## src/rtl/key_debounce_pkg.sv

```systemverilog
// ----------------------------------------------------------------------
// key_debounce_pkg : shared FSM encoding and debounce-limit helper. rev 1.0
// ----------------------------------------------------------------------
`default_nettype none

package key_debounce_pkg;

  typedef enum logic [1:0] {
    REL      = 2'd0,
    REL_FILT = 2'd1,
    PRS      = 2'd2,
    PRS_FILT = 2'd3
  } state_t;

  function automatic int cnt_max(input int clk_hz, input int ms);
    return clk_hz / 1000 * ms;
  endfunction

endpackage

`default_nettype wire

```

## src/rtl/key_debounce_ch.sv

```systemverilog
// ----------------------------------------------------------------------
// key_debounce_ch : one key channel - 2-FF sync, filter FSM, pulses. rev 1.0
// ----------------------------------------------------------------------
`default_nettype none

module key_debounce_ch
  import key_debounce_pkg::*;
#(
  parameter int CNT_MAX = 10,
  parameter int CNT_W   = 4
) (
  input  logic clk,
  input  logic rst,
  input  logic key_in,
  output logic key_stable,
  output logic key_press,
  output logic key_release
);

  // The entry sample into a FILT state is the first of CNT_MAX, so the
  // filter fires on the sample that would move cnt up to CNT_MAX-1.
  localparam logic [CNT_W-1:0] FIRE_AT = CNT_W'(CNT_MAX - 2);

  logic             s1;
  logic             s2;
  state_t           state;
  logic [CNT_W-1:0] cnt;

  always_ff @(posedge clk) begin
    if (rst) begin
      s1          <= 1'b1;
      s2          <= 1'b1;
      state       <= REL;
      cnt         <= '0;
      key_stable  <= 1'b1;
      key_press   <= 1'b0;
      key_release <= 1'b0;
    end else begin
      s1          <= key_in;
      s2          <= s1;
      key_press   <= 1'b0;
      key_release <= 1'b0;
      case (state)
        REL: begin
          cnt <= '0;
          if (!s2) state <= REL_FILT;
        end
        REL_FILT: begin
          if (s2) begin
            cnt   <= '0;
            state <= REL;
          end else if (cnt == FIRE_AT) begin
            cnt        <= '0;
            state      <= PRS;
            key_stable <= 1'b0;
            key_press  <= 1'b1;
          end else begin
            cnt <= cnt + CNT_W'(1);
          end
        end
        PRS: begin
          cnt <= '0;
          if (s2) state <= PRS_FILT;
        end
        PRS_FILT: begin
          if (!s2) begin
            cnt   <= '0;
            state <= PRS;
          end else if (cnt == FIRE_AT) begin
            cnt         <= '0;
            state       <= REL;
            key_stable  <= 1'b1;
            key_release <= 1'b1;
          end else begin
            cnt <= cnt + CNT_W'(1);
          end
        end
        default: begin
          cnt   <= '0;
          state <= REL;
        end
      endcase
    end
  end

endmodule

`default_nettype wire

```

## src/rtl/key_debounce.sv

```systemverilog
// ----------------------------------------------------------------------
// key_debounce : NUM_KEYS independent debounced key channels. rev 1.0
// ----------------------------------------------------------------------
`default_nettype none

module key_debounce
  import key_debounce_pkg::*;
#(
  parameter int NUM_KEYS    = 3,
  parameter int CLK_FREQ_HZ = 50_000_000,
  parameter int DEBOUNCE_MS = 20
) (
  input  logic                sys_clk,
  input  logic                sys_rst,
  input  logic [NUM_KEYS-1:0] key_in,
  output logic [NUM_KEYS-1:0] key_stable,
  output logic [NUM_KEYS-1:0] key_press,
  output logic [NUM_KEYS-1:0] key_release
);

  localparam int CNT_MAX = cnt_max(CLK_FREQ_HZ, DEBOUNCE_MS);
  localparam int CNT_W   = $clog2(CNT_MAX + 1);

  generate
    if (CNT_MAX < 2) begin : g_bad_cnt_max
      $error("key_debounce: CNT_MAX must be at least 2");
    end

    for (genvar i = 0; i < NUM_KEYS; i++) begin : g_ch
      key_debounce_ch #(
        .CNT_MAX (CNT_MAX),
        .CNT_W   (CNT_W)
      ) u_ch (
        .clk         (sys_clk),
        .rst         (sys_rst),
        .key_in      (key_in[i]),
        .key_stable  (key_stable[i]),
        .key_press   (key_press[i]),
        .key_release (key_release[i])
      );
    end
  endgenerate

endmodule

`default_nettype wire

```

## config.mk

```make
export PLATFORM = sky130hd
export DESIGN_NAME = key_debounce
export DESIGN_NICKNAME = d
export VERILOG_FILES = /design/src/rtl/key_debounce_pkg.sv /design/src/rtl/key_debounce_ch.sv /design/src/rtl/key_debounce.sv
export SDC_FILE = /design/constraint.sdc
export NUM_CORES = 1
export LEC_CHECK = 0
export ABC_AREA = 1
export ABC_CLOCK_PERIOD_IN_PS = 1400
export CAP_MARGIN = 5
export CORE_ASPECT_RATIO = 0.5
export CORE_UTILIZATION = 57
export CTS_BUF_LIST = sky130_fd_sc_hd__clkbuf_2
export DETAILED_ROUTE_END_ITERATION = 6
export PLACE_DENSITY_LB_ADDON = 0.1
export SETUP_SLACK_MARGIN = 0.02
export SLEW_MARGIN = 15
export SYNTH_ARGS = -nofsm -noshare
export SYNTH_HDL_FRONTEND = slang
export SYNTH_SLANG_ARGS = --single-unit
```

## constraint.sdc

```tcl
create_clock -name sys_clk -period 1.4 [get_ports sys_clk]
set_input_delay 0.28 -clock sys_clk [delete_from_list [all_inputs] [get_ports sys_clk]]
set_output_delay 0.28 -clock sys_clk [all_outputs]
set_load 0.02 [all_outputs]
```

Metal 1:
Supply wires on this layer in grey.
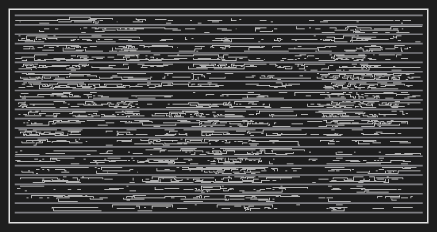
longest straight run: 20.7 um
share of all routed wire: 42%
main direction: horizontal
wire length on this layer: 4,100 um

Met2 routing:
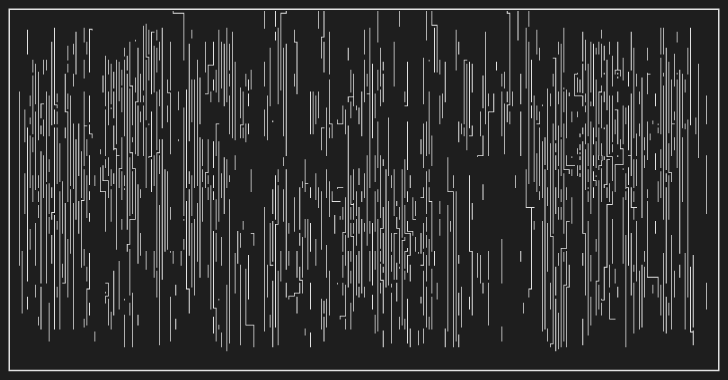
share of all routed wire: 51%
longest straight run: 31.3 um
main direction: vertical
nets with wire on the layer: 540
wire length on this layer: 4,940 um

M3 wires:
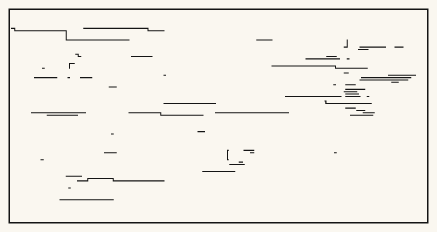
wire length on this layer: 406 um
main direction: horizontal
nets with wire on the layer: 41
share of all routed wire: 4.2%
longest straight run: 21.2 um
met3 Use GR: 7.31%
via count: 3,748

==> out/results.txt <==
outcome: complete, but fails checks
violated checks: setup timing
count of cell types in the netlist: 32
fin nets: 640
Hold Path Class: input pin to flop
Worst Setup EP: g_ch[1].u_ch.cnt[7]
crit start category: flop
HP Start: key_in[0]
fin worst setup slack: -0.104 ns
antenna diode count: 0
Critical Path Stages: 10
WP data arrival: 2.01 ns
core area: 6750 um2
GR peak layer: met2
Setup Fix Bufs, Post-CTS: 5
FF+latch count, synth: 81
synth top area cells: dfxtp_1 (40%), nor2_1 (11%), nand2_1 (9.6%)
area leader, netlist: dfxtp_1
ys flop type: dfxtp_1
GRT overflow: 0
synth cell count leaders: nor2_1 (119), nand2_1 (103), dfxtp_1 (81)
Placed Instances: 692
RSZ-0062 raised after global routing: true
Non-Clock Inverter Count: 66
cells after synthesis: 560
cycle use final: 107%
CP Buf/Inv Count: 4
worst r2r path cells: 10
fill cell count: 447
sequential power share: 67.2%
CTS clk-pin slew, worst paths: 0.21 ns
critical path's top delay family: simple AND/OR/NAND/NOR gates
setup violators final: 35
Max Cap Viol: 0
Most flops, register: g_ch.u_ch.cnt
Sw Ratio: 25.2%
Worst Hold End: g_ch[0].u_ch.s1
Peak VDD IR: 0.652 mV
P_sw: 0.000873 W
gpl congestion: 0.890
final hold vios: 0
number of H-tree levels: 3
tool warnings: 31
The metal 4 layer:
Scale bar: 20 um. Supply wires on this layer in grey. Cells faint in the background.
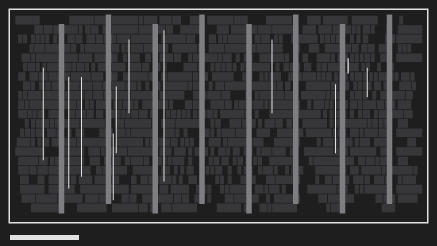
share of all routed wire: 2.5%
nets with wire on the layer: 9
wire length on this layer: 243 um
longest straight run: 43.5 um
main direction: vertical
final wirelength: 9.69 mm

The clock network:
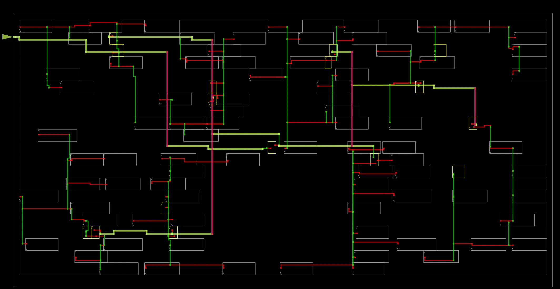
CTS sink count: 81
Setup Skew: 0.0159 ns

-- worst register-to-register path, delay by kind of cell, from the launching register on --
kind | cells | cell delay, ns
fa+ha+maj | 1 | 0.17
flops | 1 | 0.42
buf+inv | 4 | 0.33
simple gates | 5 | 0.53
-- metrics by stage --
stage	total power (W)	hold WS (ns)
after floorplan	0.00242	0.384
after global placement	0.00246	0.395
after detailed placement	0.00246	0.401
after CTS	0.00347	0.257
after global routing	0.00360	0.263
final	0.00346	0.296
-- kinds of logic after synthesis --
logic type | after synthesis | synth area share, %
buffers and inverters | 80 | 9.05
flip-flops | 81 | 40.3
XOR/XNOR | 33 | 7.18
AND/OR/NAND/NOR | 340 | 39.0
adder cells (fa/ha/maj) | 6 | 1.87
AND-OR/OR-AND | 20 | 2.64
-- placed cells by master, fill, tap and decap left out, drive strengths merged, types with 4 or more instances in the layout --
cell type / synthesis / final
nor2: 137 / 137
nand2: 114 / 116
dfxtp: 81 / 81
buf: 13 / 65
inv: 65 / 64
nand3: 38 / 38
xor2: 25 / 25
nor3: 21 / 21
nand4: 15 / 15
clkbuf: 2 / 11
o21ai: 10 / 10
or2: 8 / 8
xnor2: 8 / 8
a21oi: 7 / 7
ha: 6 / 6
clkinv: 0 / 5
clkdlybuf4s50: 0 / 4
-- power groups by stage --
| stage | logic [W] | registers, W | clock network [W] |
|---|---|---|---|
| floorplan | 0.0000431 | 0.00238 | 0 |
| global placement | 0.0000788 | 0.00238 | 0 |
| detailed placement | 0.0000806 | 0.00238 | 0 |
| CTS | 0.0000861 | 0.00233 | 0.00105 |
| global route | 0.000116 | 0.00233 | 0.00116 |
| finish | 0.000107 | 0.00232 | 0.00103 |
-- routing by layer --
metal  up-vias  routed length, um
met4         0                242
li1       1887                  -
met5         -                  0
met2        99               4940
met3        25                405
met1      1737               4100
Power is estimated from default activity; no workload was simulated.
